Fig. 1: run 1, gate families picked out
Scale bar: 20 um.
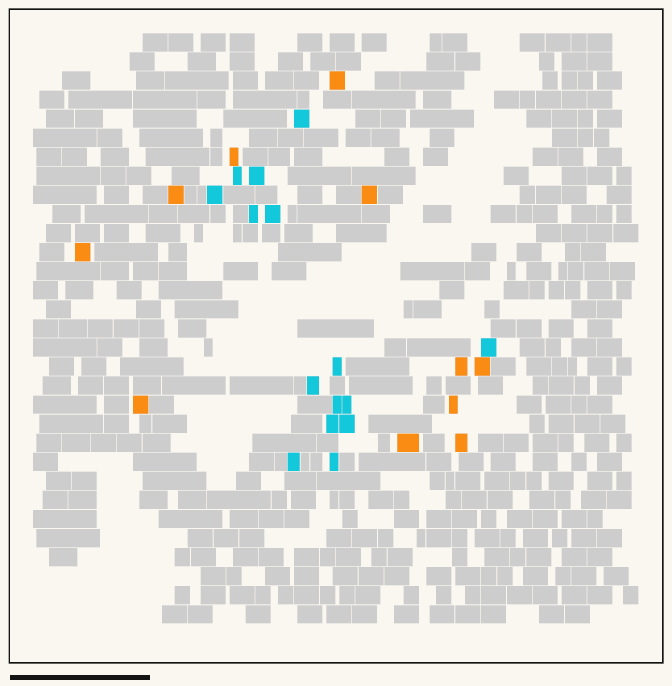
Fig. 2: run 1, track usage over the die
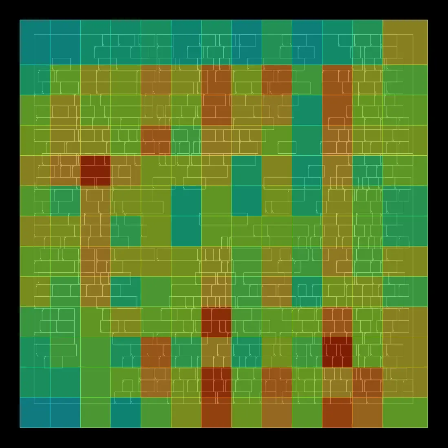
Fig. 3: run 1, routed metal, one colour a layer
Scale bar: 20 um.
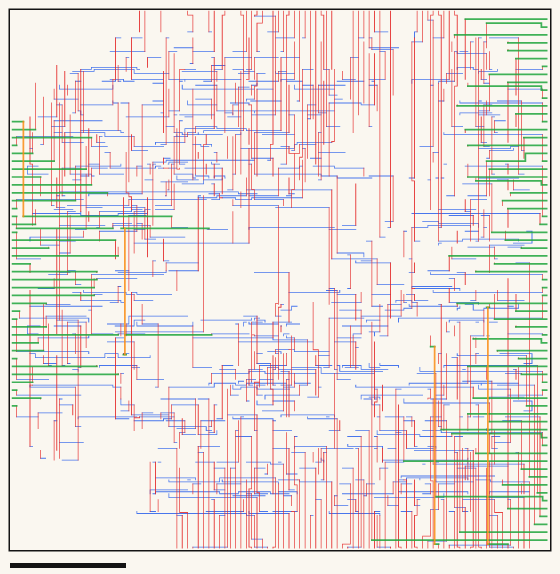
Fig. 4: run 1, placement density heat map
The die is cut into 9 by 9 equal tiles; dark blue is low, red is high, 0 to 100% covered.
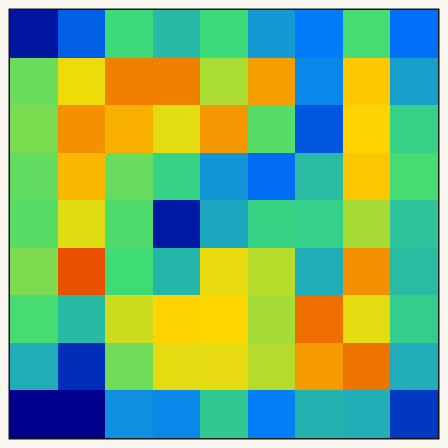
$ cat src/rtl/ahb_pkg.sv
// Shared AHB encodings (HTRANS/HBURST/HSIZE) and the slave FSM state indices,
// common to the AHB slave and master interface blocks.
package ahb_pkg;

    typedef enum logic [1:0] {
        HTRANS_IDLE   = 2'd0,
        HTRANS_BUSY   = 2'd1,
        HTRANS_NONSEQ = 2'd2,
        HTRANS_SEQ    = 2'd3
    } htrans_t;

    typedef enum logic [2:0] {
        HBURST_SINGLE = 3'd0,
        HBURST_INCR   = 3'd1,
        HBURST_WRAP4  = 3'd2,
        HBURST_INCR4  = 3'd3,
        HBURST_WRAP8  = 3'd4,
        HBURST_INCR8  = 3'd5,
        HBURST_WRAP16 = 3'd6,
        HBURST_INCR16 = 3'd7
    } hburst_t;

    typedef enum logic [2:0] {
        HSIZE_BYTE  = 3'd0,
        HSIZE_HALF  = 3'd1,
        HSIZE_WORD  = 3'd2,
        HSIZE_DWORD = 3'd3,
        HSIZE_4WORD = 3'd4,
        HSIZE_8WORD = 3'd5,
        HSIZE_16W   = 3'd6,
        HSIZE_32W   = 3'd7
    } hsize_t;

    localparam int ST_IDX_IDLE   = 0;
    localparam int ST_IDX_ACCESS = 1;
    localparam int ST_IDX_ERR1   = 2;
    localparam int ST_IDX_ERR2   = 3;

    typedef enum logic [3:0] {
        ST_IDLE   = 4'(1 << ST_IDX_IDLE),
        ST_ACCESS = 4'(1 << ST_IDX_ACCESS),
        ST_ERR1   = 4'(1 << ST_IDX_ERR1),
        ST_ERR2   = 4'(1 << ST_IDX_ERR2)
    } slave_state_t;

endpackage

$ cat src/rtl/ahb_slave_if.sv
// AHB-Lite slave front end: turns each accepted beat into a single backend
// request, stretches the data phase on backend wait, and answers ERROR on
// illegal transfers, backend errors or backend timeout.
module ahb_slave_if
    import ahb_pkg::*;
#(
    parameter int AHB_ADDR_WIDTH   = 32,
    parameter int AHB_DATA_WIDTH   = 32,
    parameter int AHB_WAIT_TIMEOUT = 6
) (
    input  logic                      ahb_clk_in,
    input  logic                      ahb_rstn_in,
    input  logic                      ahb_sel_in,
    input  logic [AHB_ADDR_WIDTH-1:0] ahb_addr_in,
    input  logic [1:0]                ahb_trans_in,
    input  logic [2:0]                ahb_burst_in,
    input  logic [2:0]                ahb_size_in,
    input  logic                      ahb_write_in,
    input  logic                      ahb_ready_in,
    input  logic [AHB_DATA_WIDTH-1:0] ahb_wdata_in,
    output logic [AHB_DATA_WIDTH-1:0] ahb_rdata_out,
    output logic                      ahb_readyout_out,
    output logic                      ahb_resp_out,
    output logic                      other_valid_out,
    output logic [AHB_ADDR_WIDTH-1:0] other_addr_out,
    output logic                      other_write_out,
    output logic [2:0]                other_size_out,
    output logic [AHB_DATA_WIDTH-1:0] other_wdata_out,
    input  logic                      other_ready_in,
    input  logic                      other_error_in,
    input  logic [AHB_DATA_WIDTH-1:0] other_rdata_in
);

    localparam int CNT_W = $clog2(AHB_WAIT_TIMEOUT + 1);
    localparam logic [CNT_W-1:0] CNT_LAST = CNT_W'(AHB_WAIT_TIMEOUT - 1);

    slave_state_t              state_reg;
    logic [CNT_W-1:0]          wait_cnt_reg;
    logic [AHB_ADDR_WIDTH-1:0] addr_reg;
    logic                      write_reg;
    logic [2:0]                size_reg;

    logic                      accept;
    logic                      oversize;
    logic                      misaligned;
    logic                      invalid;
    logic                      access_ok;
    logic                      take_new;
    logic [AHB_ADDR_WIDTH-1:0] align_mask;
    logic                      burst_unused;

    // Burst type carries no meaning here: every beat is a standalone request.
    assign burst_unused = ^ahb_burst_in;

    assign accept = ahb_sel_in && ahb_ready_in &&
                    ((ahb_trans_in == HTRANS_NONSEQ) || (ahb_trans_in == HTRANS_SEQ));

    assign align_mask = (AHB_ADDR_WIDTH'(1) << ahb_size_in) - AHB_ADDR_WIDTH'(1);
    assign misaligned = |(ahb_addr_in & align_mask);
    assign oversize   = (32'd8 << ahb_size_in) > 32'(AHB_DATA_WIDTH);
    assign invalid    = oversize || misaligned;

    assign access_ok = (state_reg == ST_ACCESS) && other_ready_in && !other_error_in;

    // A new address phase can only land where the data phase is finishing with HREADY high.
    assign take_new = accept &&
                      ((state_reg == ST_IDLE) || (state_reg == ST_ERR2) || access_ok);

    always_ff @(posedge ahb_clk_in or negedge ahb_rstn_in) begin
        if (!ahb_rstn_in) begin
            state_reg    <= ST_IDLE;
            wait_cnt_reg <= '0;
            addr_reg     <= '0;
            write_reg    <= 1'b0;
            size_reg     <= '0;
        end else if (take_new) begin
            addr_reg     <= ahb_addr_in;
            write_reg    <= ahb_write_in;
            size_reg     <= ahb_size_in;
            wait_cnt_reg <= '0;
            state_reg    <= invalid ? ST_ERR1 : ST_ACCESS;
        end else begin
            unique case (state_reg)
                ST_IDLE: state_reg <= ST_IDLE;
                ST_ACCESS: begin
                    if (other_ready_in) begin
                        state_reg <= other_error_in ? ST_ERR1 : ST_IDLE;
                    end else if (wait_cnt_reg == CNT_LAST) begin
                        state_reg <= ST_ERR1;
                    end else begin
                        wait_cnt_reg <= wait_cnt_reg + 1'b1;
                    end
                end
                ST_ERR1: state_reg <= ST_ERR2;
                ST_ERR2: state_reg <= ST_IDLE;
                default: state_reg <= ST_IDLE;
            endcase
        end
    end

    assign other_addr_out  = addr_reg;
    assign other_write_out = write_reg;
    assign other_size_out  = size_reg;

    always_comb begin
        ahb_readyout_out = 1'b1;
        ahb_resp_out     = 1'b0;
        ahb_rdata_out    = '0;
        other_valid_out  = 1'b0;
        other_wdata_out  = '0;
        unique case (state_reg)
            ST_ACCESS: begin
                other_valid_out  = 1'b1;
                other_wdata_out  = ahb_wdata_in;
                ahb_readyout_out = other_ready_in && !other_error_in;
                ahb_rdata_out    = write_reg ? '0 : other_rdata_in;
            end
            ST_ERR1: begin
                ahb_readyout_out = 1'b0;
                ahb_resp_out     = 1'b1;
            end
            ST_ERR2: ahb_resp_out = 1'b1;
            default: ;
        endcase
    end

endmodule

$ cat config.mk
export PLATFORM = sky130hd
export DESIGN_NAME = ahb_slave_if
export DESIGN_NICKNAME = d
export VERILOG_FILES = /design/src/rtl/ahb_pkg.sv /design/src/rtl/ahb_slave_if.sv
export SDC_FILE = /design/constraint.sdc
export NUM_CORES = 1
export LEC_CHECK = 0
export CORE_MARGIN = 3
export CORE_UTILIZATION = 30
export DETAILED_ROUTE_END_ITERATION = 12
export GPL_TIMING_DRIVEN = 0
export PLACE_DENSITY = 0.8
export SLEW_MARGIN = 0
export SYNTH_ARGS = -nofsm -noshare
export SYNTH_HDL_FRONTEND = slang
export SYNTH_SLANG_ARGS = --single-unit
$ cat constraint.sdc
create_clock -name ahb_clk_in -period 4.9 [get_ports ahb_clk_in]
set_input_delay 0.735 -clock ahb_clk_in [delete_from_list [all_inputs] [get_ports ahb_clk_in]]
set_output_delay 0.735 -clock ahb_clk_in [all_outputs]
set_load 0.05 [all_outputs]
==> qor.yml, run 1 <==
cts:
  holdBufCountCts: 0
  htree_num_levels: 2
  clock_insertion_delay_worst_skew_ns: 0.29
  numCtsBuffers: 5
  clkSlewWorstSetupHoldPaths_ns: 0.09
  ctsRootBufferMaster: "clkbuf_8"
final_layout:
  nNonClkBuffers: 220
  seq_share: 0.233
  area.sequential_um2: 1080
  bufAreaShareNonClock: 0.464
  multiInputGateArea_um2: 1150
  seq_cell_count: 43
  clk_share: 0.0255
  clock_buffer_count: 6
  layout-drive-gt1-share: 0.110
  syn_to_final_growth_pct: 103
  final_net_count: 541
placement:
  buffer_ports.inserted: 209
  place_inst: 518
  gpl.final_weighted_congestion: 0.746
  dpl.hpwl_um: 7030
timing:
  setup_viol: 0
  max_transition_margin: 0.597
  clock_skew_ns: 0.00890
  post-route-min-period_ns: 3.65
  report.final.hold_viol_count: 0
  fmax_ghz: 0.274
  period_used_share: 0.745
floorplanning:
  die.size.x_um: 93.0
  die_height_um: 93.0
  floorplan_core_area_um2: 7290
  floorplan.tapcells: 99
  fp_util: 0.312
  die_area_um2: 8650
worst_setup_path:
  critical_path.cell_chain: "or3b_1 > nor2_1 > clkbuf_1 > and2_1 > clkdlybuf4s50_1"
  critPathArrivalTime_ns: 2.91
  timing_startpoint_of_the_critical_path: "state_reg[3]$_DFFE_PN0P_"
  timing.critical_path.from_type: "register"
  worst_path_max_delay_cell: "clkdlybuf4s50_1"
  element_type_at_the_critical_path_end: "output pin"
  timing.rr.end: "state_reg[2]$_DFFE_PN0P_"
  startpoint_of_the_worst_register_to_register_path: "state_reg[3]$_DFFE_PN0P_"
  worstSetupEndpoint: "other_wdata_out[23]"
  count_of_cells_along_the_worst_register_to_register_path: 5
  crit_type: "register to output pin"
drt:
  vias: 2361
  wire_per_inst_um: 15.6
  drt_first_pass_iters: 4
  detailedRoute.firstIterationViolations: 39
  drc_errors: 0
grt:
  vias_in_the_first_global_route: 2379
  pin_count_of_the_biggest_net_entering_global_routing: 26
logic_synthesis:
  ys_types: 27
  sequential_area_share_after_synthesis: 0.474
  cell_area_after_synthesis_um2: 2270
  async_flop_share: 1.00
  post_synth_tally_of_flip_flops_with_integrated_enable: 0
  syn_area_per_cell_um2: 10.9
  synthesis.nets: 324
  yosys.stat.chipArea_um2: 2270
  synth_warnings: 0
run_status:
  status: "complete, no violations"
-- Fig. 1 (at the start) --
Key: nand cells = cyan [cells 15, most used nand2_1]; nor cells = orange [cells 11]

-- Fig. 2 (at the start) --
aggregate global-route resource usage: 0.180
global route hottest layer: met2

-- Fig. 3 (at the start) --
Key: M2 = red [wire length 4,260 um]; M1 = blue [wire length 2,920 um]; M3 = green [wire length 920 um]; M4 = orange [wire length 113 um]

-- Fig. 4 (at the start) --
The fullest tile reaches 91%. The emptiest ninth of the die: lower left. 2.5% of the tiles are nearly empty. 21% of the tiles are over 75% full. The mean over all tiles is 52%.

-- run 1: synth_stat cells, types with 2 or more instances --
cell	instances	share of area
a21oi_1	5	0.011
and2_1	65	0.18
and3_1	3	0.0083
clkbuf_1	10	0.017
dfrtp_1	42	0.46
ha_1	4	0.022
inv_1	3	0.0050
mux2_2	36	0.18
nand2_1	6	0.0099
nand2b_1	4	0.011
nand3_1	3	0.0066
nand4_1	2	0.0055
nor2_1	2	0.0033
nor2b_1	3	0.0083
nor3_1	2	0.0044
nor4_1	3	0.0083
o21ai_0	3	0.0066
xnor2_1	4	0.015
-- run 1: cells by family after synthesis --
logic type / synth area share
AOI/OAI and AO/OA: 0.0303
xor gates and xnor gates: 0.0154
adders and majority gates: 0.0220
buffers and inverters: 0.0215
DFF: 0.474
muxes: 0.178
and+or+nand+nor: 0.258
-- run 1: metrics by stage --
step / total power [W] / util / instance area (um2) / hold slack [ns] / worst slack, ns
after floorplan: 0.000809 / - / 2270 / 0.439 / 1.92
after global placement: 0.00107 / 0.615 / 4490 / 0.486 / 1.57
after detailed placement: 0.00108 / 0.618 / 4500 / 0.492 / 1.53
after CTS: 0.00137 / 0.634 / 4620 / 0.389 / 1.20
after global routing: 0.00141 / 0.634 / 4620 / 0.393 / 1.04
final: 0.00135 / 0.634 / 4620 / 0.378 / 1.25
-- run 1: worst max-delay path, delay by kind of cell, from the launching register on --
kind                   cells  cell delay (ns)
buffers and inverters      2             1.16
DFF                        1             0.43
and+or+nand+nor            3             1.04
-- run 1: per-layer routing --
| metal | wire length, um | track usage | part of all wire | up-vias |
|---|---|---|---|---|
| li1 | - | - | - | 1130 |
| met5 | 0 | 0 | 0 | - |
| met1 | 2920 | 0.189 | 0.36 | 1108 |
| met4 | 112 | 0.0354 | 0.014 | 0 |
| met3 | 919 | 0.0756 | 0.11 | 9 |
| met2 | 4260 | 0.335 | 0.52 | 114 |
-- run 1: cell usage in the layout (no fill, tap or decap) --
cell / Yosys / final
nor3_1: 2 / 2
xnor2_1: 4 / 4
nand4_1: 2 / 2
clkbuf_8: 0 / 6
nor2_1: 2 / 2
and3_1: 3 / 3
nand3_1: 3 / 3
or3b_1: 1 / 1
nor4_1: 3 / 3
o31ai_1: 1 / 1
mux2_2: 36 / 36
dfstp_2: 1 / 1
ha_1: 4 / 4
nand2b_1: 4 / 4
buf_2: 0 / 1
a31oi_1: 1 / 1
clkinv_2: 0 / 1
a21oi_1: 5 / 5
o21ai_0: 3 / 3
o2bb2ai_1: 1 / 1
nor4b_1: 1 / 1
and2_1: 65 / 65
clkdlybuf4s50_1: 0 / 208
o22ai_1: 1 / 1
clkbuf_1: 10 / 10
or4_1: 1 / 1
nand2_1: 6 / 6
inv_1: 3 / 3
buf_12: 0 / 1
nor2b_1: 3 / 3
bufinv_16: 0 / 1
dfrtp_1: 42 / 42
or3_1: 1 / 1
-- run 1: power breakdown --
part	internal, W	total (W)	switching [W]
Combinational	0.000255	0.000602	0.000347
Sequential	0.000428	0.000465	0.0000371
Clock	0.000165	0.000288	0.000123
Total	0.000848	0.00135	0.000506
==> run 2: changes to the inputs <==
- CORE_UTILIZATION: 30 -> 28
- PLACE_DENSITY: 0.8 -> 0.78
- clock period: 4.9 -> 3.1 ns (I/O delays scaled with it)
Fig. 5: run 2, placement density heat map
The die is cut into 10 by 10 equal tiles; dark blue is low, red is high, 0 to 100% covered.
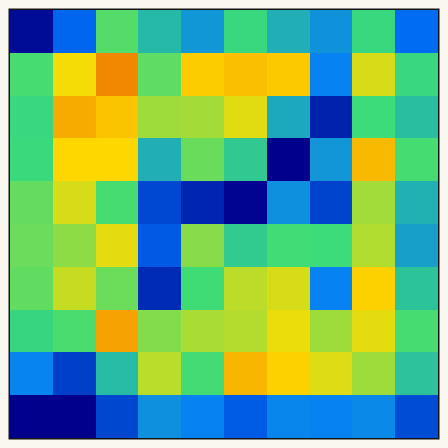
The mean over all tiles is 48%. 4.0% of the tiles are nearly empty. 13% of the tiles are over 75% full.

==> run 2 against run 1 <==
  * Final cell count increased by 0.57%
  * Worst setup slack got worse by 1.1 ns
  * First-iteration DRC count decreased by 21%
  * Via count decreased by 0.51%
  * Core utilization decreased by 5.4 points
  * Clock skew about the same
  * Sequential share of layout area increased by 0.50 points
  * Worst hold slack got worse by 0.28 ns
  * Register-to-register slack got worse by 1.8 ns
  * Die size increased by 6.7%
  * Critical path type unchanged
  * Largest cell class unchanged
  * Largest power group unchanged
==> qor.yml, run 2 <==
worst_setup_path:
  critical_path.cell_chain: "or3b_1 > nor2_2 > clkbuf_1 > and2_1 > dlygate4sd2_1"
  count_of_cells_along_the_worst_register_to_register_path: 5  # unchanged
  crit_type: "register to output pin"
  worst-path-stages: 5  # unchanged
  worst_path_max_delay_cell: "dlygate4sd2_1"
  critical_path_peak_fanout: 10
  element_type_at_the_critical_path_end: "output pin"
  critPathArrivalTime_ns: 2.45  # -0.46 ns
  max_stage_delay_ns: 0.55
  timing.rr.end: "state_reg[2]$_DFFE_PN0P_"
  worst-endpoint-required_ns: 2.63
  worst_path_bufs_invs: 2  # unchanged
  timing.critical_path.from_type: "register"
  timing_startpoint_of_the_critical_path: "state_reg[3]$_DFFE_PN0P_"
  startpoint_of_the_worst_register_to_register_path: "state_reg[3]$_DFFE_PN0P_"
  worst_path_dominant_cell_family: "simple AND/OR/NAND/NOR gates"
  worstSetupEndpoint: "other_wdata_out[30]"
  regToRegSetupSlack_ns: 0.81
drt:
  detail-route-antenna-nets: 0
  drt_first_pass_iters: 3  # -1
  routed_wirelength_um: 8040
  wire_per_inst_um: 15.2  # -2.7%
  viasPerCell: 4.44
  vias: 2349  # -0.51%
  drc_errors: 0  # unchanged
  detailedRoute.firstIterationViolations: 31  # -21%
logic_synthesis:
  synth.area.top_cells: "dfrtp_1, and2_1, mux2_2"
  ys_seq_elements: 43
  common_cells: "and2_1, dfrtp_1, mux2_2"
  async_flop_share: 1.00  # unchanged
  yosys.stat.chipArea_um2: 2270  # unchanged
  mux_area_frac: 0.178  # unchanged
  dominantRegCellSynth: "dfrtp_1"
  synth_top_cell_by_area: "dfrtp_1"
  top_area_frac: 0.463  # unchanged
  synth_warnings: 0  # unchanged
  compound_area_frac: 0.0303  # unchanged
  ys_types: 27  # unchanged
  synth_xor_xnor_area_share: 0.0154  # unchanged
  synthesis.nets: 324  # unchanged
  topCombFamilyByArea: "simple AND/OR/NAND/NOR gates"
  number_of_standard_cells_after_synthesis: 209
  cell_area_after_synthesis_um2: 2270  # unchanged
  synthMostInstantiatedCell: "and2_1"
  sequential_area_share_after_synthesis: 0.474  # unchanged
  ys_cells: 209
  post_synth_tally_of_flip_flops_with_integrated_enable: 0  # unchanged
  synth-simple-area-share: 0.258  # unchanged
  post_synth_fa_ha_maj_area_fraction: 0.0220  # unchanged
  syn_area_per_cell_um2: 10.9  # unchanged
timing:
  post-route-min-period_ns: 2.91
  worst-slew-pin-transition_ns: 0.593
  max_transition_margin: 0.604  # +0.00756
  fmax_ghz: 0.344
  drv_slew: 0
  setup_viol: 0  # unchanged
  rsz0062_at_grt: "false"
  finalSetupTns_ns: 0
  report.final.hold_viol_count: 0  # unchanged
  period_used_share: 0.939
  clock_skew_ns: 0.00892  # +0.0000129 ns
power_and_ir_drop:
  power.density_nw_per_um2: 449
  ir_worst_vdd_uv: 391
  power.total_w: 0.00203  # +50%
  power_leakage_nw: 2.09
cts:
  holdBufCountCts: 0  # unchanged
  clock_insertion_delay_worst_skew_ns: 0.29  # about the same
  buffer_depth_of_the_longest_clock_path: 2
  htree_num_levels: 2  # unchanged
  cts_tree: "yes"
  cts-resized-gates: 62
  clkSlewWorstSetupHoldPaths_ns: 0.08  # about the same
  ctsRootBufferMaster: "clkbuf_8"
  cts_num_sinks: 43
  cts_post_setup_buffers_inserted: 0
  numCtsBuffers: 5  # unchanged
floorplanning:
  die_area_um2: 9230  # +6.7%
  die.size.x_um: 96.1  # +3.3%
  floorplan.rows: 32
  floorplan_core_area_um2: 7810  # +7.1%
  fp_util: 0.291  # -0.0206
  die_height_um: 96.1  # +3.3%
  floorplan.io_pins: 214
grt:
  overflow: 0
  pin_count_of_the_biggest_net_entering_global_routing: 29  # +12%
  grt_pass1_wl_um: 11900
  vias_in_the_first_global_route: 2346  # -1.4%
  grt_antenna_before_repair: 0
  gr-usage-all-layers: 0.165  # -0.0149
placement:
  gpl.final_weighted_congestion: 0.790  # +5.9%
  buffer_ports.inserted: 209  # unchanged
  dpl.hpwl_um: 6820  # -3.1%
  place_inst: 521  # +0.58%
final_layout:
  final_net_count: 541  # unchanged
  final-instance-count-excl-fill: 529
  final_common_cell: "clkdlybuf4s50_1"
  antennaDiodeCount: 0
  layout-drive-gt1-share: 0.119  # +0.00937
  final.fill_count: 719
  mostFrequentLayoutCells: "clkdlybuf4s50_1, and2_1, dlygate4sd2_1"
  syn_to_final_growth_pct: 99.1
  max_ffs_per_register: 32
job:
  stage_log_warnings: 31
  timing.max_cap.violations: 0
run_status:
  status: "complete, no violations"
hold_path:
  min_path_type: "input pin to async pin"
Fig. 6: run 2, clock distribution
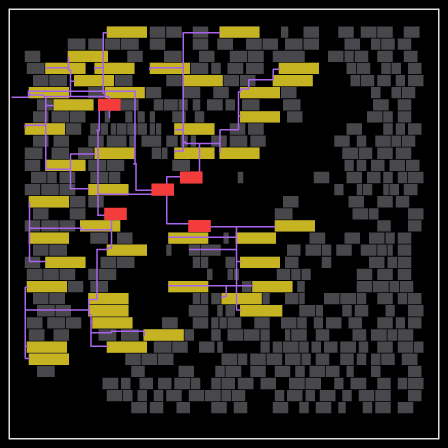
Key: clock wires = purple [length 524 um]; flip-flops = yellow [count 43]; clock-net drivers = red [count 5]
There are 6 routed clock nets.

-- run 2: metal layers --
metal	wire, um	track usage	vias up
met3	945	0.0586	13
met2	4100	0.302	115
met4	123	0.0438	0
met5	0	0	-
li1	-	-	1133
met1	2870	0.179	1088
-- run 2: cell type report --
type / count / area (um2) / area share
Timing Repair Buffer: 210 / 2030 / 0.449
Multi-Input combinational cell: 153 / 1150 / 0.255
Sequential cell: 43 / 1080 / 0.238
Tap cell: 102 / 128 / 0.0282
Clock buffer: 6 / 72.6 / 0.0160
Buffer: 10 / 37.5 / 0.00830
Clock inverter: 2 / 12.5 / 0.00277
Inverter: 3 / 11.3 / 0.00249
-- run 2: how the worst min path moves through the flow --
stage	startpoint	to	slack, ns
6_report	ahb_rstn_in	other_addr_out[29]$_DFFE_PN0P_	0.09
5_1_grt	ahb_rstn_in	other_addr_out[29]$_DFFE_PN0P_	0.10
4_1_cts	ahb_rstn_in	other_size_out[0]$_DFFE_PN0P_	0.09
3_5_place_dp	ahb_rstn_in	other_addr_out[11]$_DFFE_PN0P_	0.41
3_3_place_gp	state_reg[1]$_DFFE_PN0P_	state_reg[3]$_DFFE_PN0P_	0.49
2_1_floorplan	ahb_rstn_in	other_addr_out[0]$_DFFE_PN0P_	0.17
-- run 2: where the power goes --
group	total [W]	switching, W	internal (W)
clock	0.000343	0.000185	0.000158
sequential	0.000734	0.0000584	0.000676
combinational	0.000952	0.000549	0.000403
-- run 2: per-stage QoR --
stage,hold slack [ns],cell area [um2],worst slack [ns],util
6_report,0.0937,4520,0.190,0.579
5_1_grt,0.100,4520,0.00521,0.579
4_1_cts,0.0907,4520,0.152,0.579
3_5_place_dp,0.407,4510,0.0672,0.577
3_3_place_gp,0.488,4490,0.0601,0.575
2_1_floorplan,0.169,2270,0.391,-
-- run 2: logic make-up (layout without fill, tap and decap cells) --
group | count (synthesis) | after routing
compound gates | 12 | 12
xor+xnor | 4 | 4
fa+ha+maj | 4 | 4
buf+inv | 13 | 231
flops | 43 | 43
mux | 36 | 36
simple gates | 97 | 97
-- run 2: worst register-to-register path: stages, from the launching register on --
cell and delay (ns):
dfrtp_1 0.42, or3b_1 0.42, o22ai_1 0.19, nand4_1 0.30, or4_1 0.66, and3_1 0.19
==> run 3: changes to the inputs <==
- SKIP_LAST_GASP: not set -> 1
Fig. 7: run 3, gate families picked out
Scale bar: 20 um.
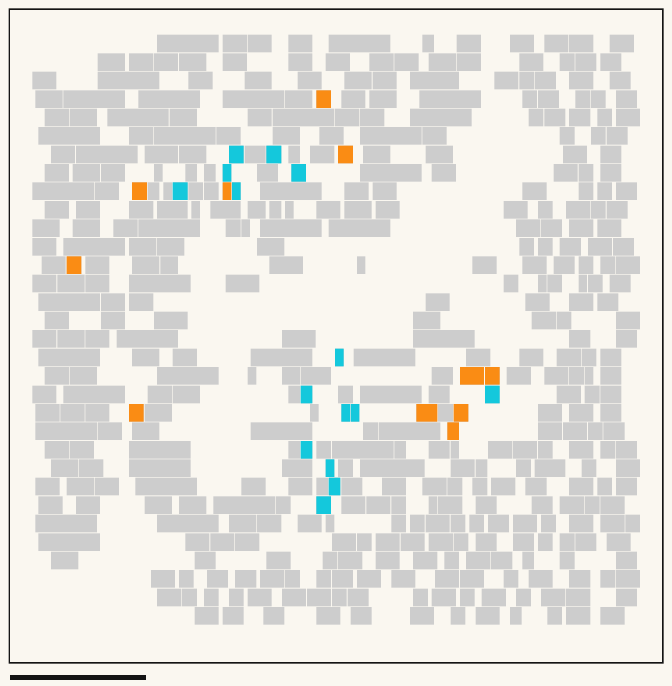
Key: nand cells = cyan [cells 15, most used nand2_1]; nor cells = orange [cells 11]

==> run 3 against run 2 <==
  * Sequential share of layout area barely moved
  * Register-to-register slack barely moved
  * Design area barely moved
  * First-iteration DRC count did not move
  * Global-route usage did not move
  * Total power did not move
  * Critical endpoint unchanged
  * Largest power group unchanged
  * Highest routed layer unchanged
==> qor.yml, run 3 <==
cts:
  clkSlewWorstSetupHoldPaths_ns: 0.08  # about the same
  clock_insertion_delay_worst_skew_ns: 0.29  # about the same
  cts_post_setup_buffers_inserted: 0  # unchanged
  cts_tree: "yes"
  buffer_depth_of_the_longest_clock_path: 2  # unchanged
  numCtsBuffers: 5  # unchanged
  htree_num_levels: 2  # unchanged
  ctsRootBufferMaster: "clkbuf_8"
  holdBufCountCts: 0  # unchanged
  cts_num_sinks: 43  # unchanged
power_and_ir_drop:
  power_leakage_nw: 2.11  # +0.66%
  ir_worst_vdd_uv: 391  # unchanged
  swShare: 0.391  # about the same
  total_switching_power_w: 0.000793  # about the same
  intPower_w: 0.00124  # unchanged
  seqPwrFrac: 0.362  # about the same
  share_comb_of_total_power: 0.469  # about the same
drt:
  drt_first_pass_iters: 3  # unchanged
  detail-route-antenna-nets: 0  # unchanged
  drc_errors: 0  # unchanged
  routed_wirelength_um: 8040  # about the same
  met2_length_um: 4100  # unchanged
  met3_wirelength_from_detailed_routing_um: 945  # unchanged
  top_signal_layer_used: "met4"
  viasPerCell: 4.44  # unchanged
  vias: 2349  # unchanged
  post_route_m1_wl_um: 2870  # about the same
job:
  stage_log_warnings: 32  # +3.2%
  timing.max_cap.violations: 0  # unchanged
placement:
  dpl.hpwl_um: 6820  # unchanged
  gpl.final_weighted_congestion: 0.790  # unchanged
  dp_slack_ns: 0.0672  # unchanged
  dpl-instance-area_um2: 4510  # unchanged
  buffer_ports.inserted: 209  # unchanged
worst_setup_path:
  crit_type: "register to output pin"
  element_type_at_the_critical_path_end: "output pin"
  timing_startpoint_of_the_critical_path: "state_reg[3]$_DFFE_PN0P_"
final_layout:
  final_net_count: 541  # unchanged
  mostFrequentLayoutCells: "clkdlybuf4s50_1, and2_1, dlygate4sd2_1"
  final_cell_area_um2: 4530  # about the same
  final_common_cell: "clkdlybuf4s50_1"
  layout-drive-gt1-share: 0.119  # unchanged
  syn_to_final_growth_pct: 99.3  # about the same
  antennaDiodeCount: 0  # unchanged
  max_ffs_per_register: 32  # unchanged
timing:
  rsz0062_at_grt: "false"
  drv_slew: 0  # unchanged
  worst-slew-pin-transition_ns: 0.593  # unchanged
  clock_skew_ns: 0.00892  # unchanged
  fmax_ghz: 0.344  # about the same
  report.final.hold_viol_count: 0  # unchanged
  finalSetupTns_ns: 0  # unchanged
  post-route-min-period_ns: 2.91  # +0.000219 ns
  setup_viol: 0  # unchanged
  hold-worst-slack_ns: 0.0937  # unchanged
run_status:
  status: "complete, no violations"
logic_synthesis:
  sequential_area_share_after_synthesis: 0.474  # unchanged
  synth_top_cell_by_area: "dfrtp_1"
  post_synth_tally_of_flip_flops_with_integrated_enable: 0  # unchanged
  syn_area_per_cell_um2: 10.9  # unchanged
  number_of_standard_cells_after_synthesis: 209  # unchanged
  synth-simple-area-share: 0.258  # unchanged
  dominantRegCellSynth: "dfrtp_1"
  ys_types: 27  # unchanged
  synthMostInstantiatedCell: "and2_1"
  synth_xor_xnor_area_share: 0.0154  # unchanged
  ys_cells: 209  # unchanged
  cell_area_after_synthesis_um2: 2270  # unchanged
  mux_area_frac: 0.178  # unchanged
  synth_warnings: 0  # unchanged
  compound_area_frac: 0.0303  # unchanged
  topCombFamilyByArea: "simple AND/OR/NAND/NOR gates"
  post_synth_fa_ha_maj_area_fraction: 0.0220  # unchanged
grt:
  grt_pass1_wl_um: 11900  # unchanged
  vias_in_the_first_global_route: 2346  # unchanged
  overflow: 0  # unchanged
  pin_count_of_the_biggest_net_entering_global_routing: 29  # unchanged
floorplanning:
  floorplan.rows: 32  # unchanged
  floorplan_core_area_um2: 7810  # unchanged
  die.size.x_um: 96.1  # unchanged
  floorplan.io_pins: 214  # unchanged
  fp_util: 0.291  # unchanged
  die_area_um2: 9230  # unchanged
  die_height_um: 96.1  # unchanged
Fig. 8: run 3, track usage over the die
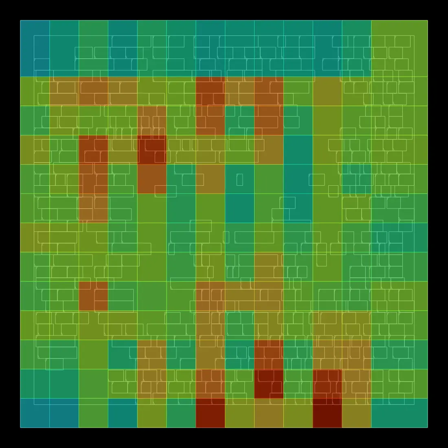
post-layout utilization of the core: 0.580
met2 capacity usage during global routing: 0.302
aggregate global-route resource usage: 0.165
met1 Usage GRT: 0.179

## run 3: netlist changes by cell type in the layout (fill, tap and decap cells not counted), sizes merged
cell | previous run | this run
dlygate4sd2 | 48 | 47
dlymetal6s2s | 0 | 1
## run 3: how the worst min path moves through the flow
stage                                     endpoint  slack [ns]                      from  depth (start not counted)
floorplan            other_addr_out[0]$_DFFE_PN0P_        0.17               ahb_rstn_in                          0
global route        other_addr_out[29]$_DFFE_PN0P_        0.10               ahb_rstn_in                          1
detailed placement  other_addr_out[11]$_DFFE_PN0P_        0.41               ahb_rstn_in                          1
global placement          state_reg[3]$_DFFE_PN0P_        0.49  state_reg[1]$_DFFE_PN0P_                          1
finish              other_addr_out[29]$_DFFE_PN0P_        0.09               ahb_rstn_in                          1
CTS                  other_size_out[0]$_DFFE_PN0P_        0.09               ahb_rstn_in                          1
## run 3: through the flow
step	cells	power [W]
after floorplan	209	0.00128
after global placement	520	0.00169
after detailed placement	521	0.00170
after CTS	529	0.00205
after global routing	529	0.00212
final	529	0.00203
## run 3: area by class of cell
type	count	area, um2	area share
plain buffers	10	37.5	0.00829
clock buffers	6	72.6	0.0160
clock inverters	2	12.5	0.00276
inverters	3	11.3	0.00249
multi-input cells	153	1150	0.255
flip-flops and latches	43	1080	0.238
well taps	102	128	0.0282
repair buffers	210	2040	0.450
## run 3: critical path: stages (launching register included)
cell and delay [ns]:
dfrtp_1 0.42, or3b_1 0.42, nor2_2 0.30, clkbuf_1 0.30, and2_1 0.17, dlygate4sd2_1 0.55
## run 3: cells by family (layout without fill, tap and decap cells)
kind of cell,after synthesis,in the layout
xor+xnor,4,4
fa+ha+maj,4,4
flops,43,43
compound gates,12,12
buf+inv,13,231
mux,36,36
simple gates,97,97
## run 3: repair_timing
action	in CTS	in global routing
gates resized	61	16
gates cloned	0	0
endpoints found under the setup margin	60	13
## run 3: power by group through the flow
| stage | logic, W | clock network (W) | registers, W |
|---|---|---|---|
| global placement | 0.000950 | 0 | 0.000738 |
| floorplan | 0.000131 | 0 | 0.00115 |
| CTS | 0.000963 | 0.000356 | 0.000735 |
| global route | 0.000996 | 0.000374 | 0.000750 |
| detailed placement | 0.000959 | 0 | 0.000745 |
| finish | 0.000952 | 0.000343 | 0.000734 |
## run 3: per-layer routing
metal / vias to the layer above / global-route usage
li1: 1133 / -
met1: 1088 / 0.179
met2: 115 / 0.302
met3: 13 / 0.0586
met4: 0 / 0.0438
met5: - / 0
No activity file was given, so power comes from the tool's default toggle rates.
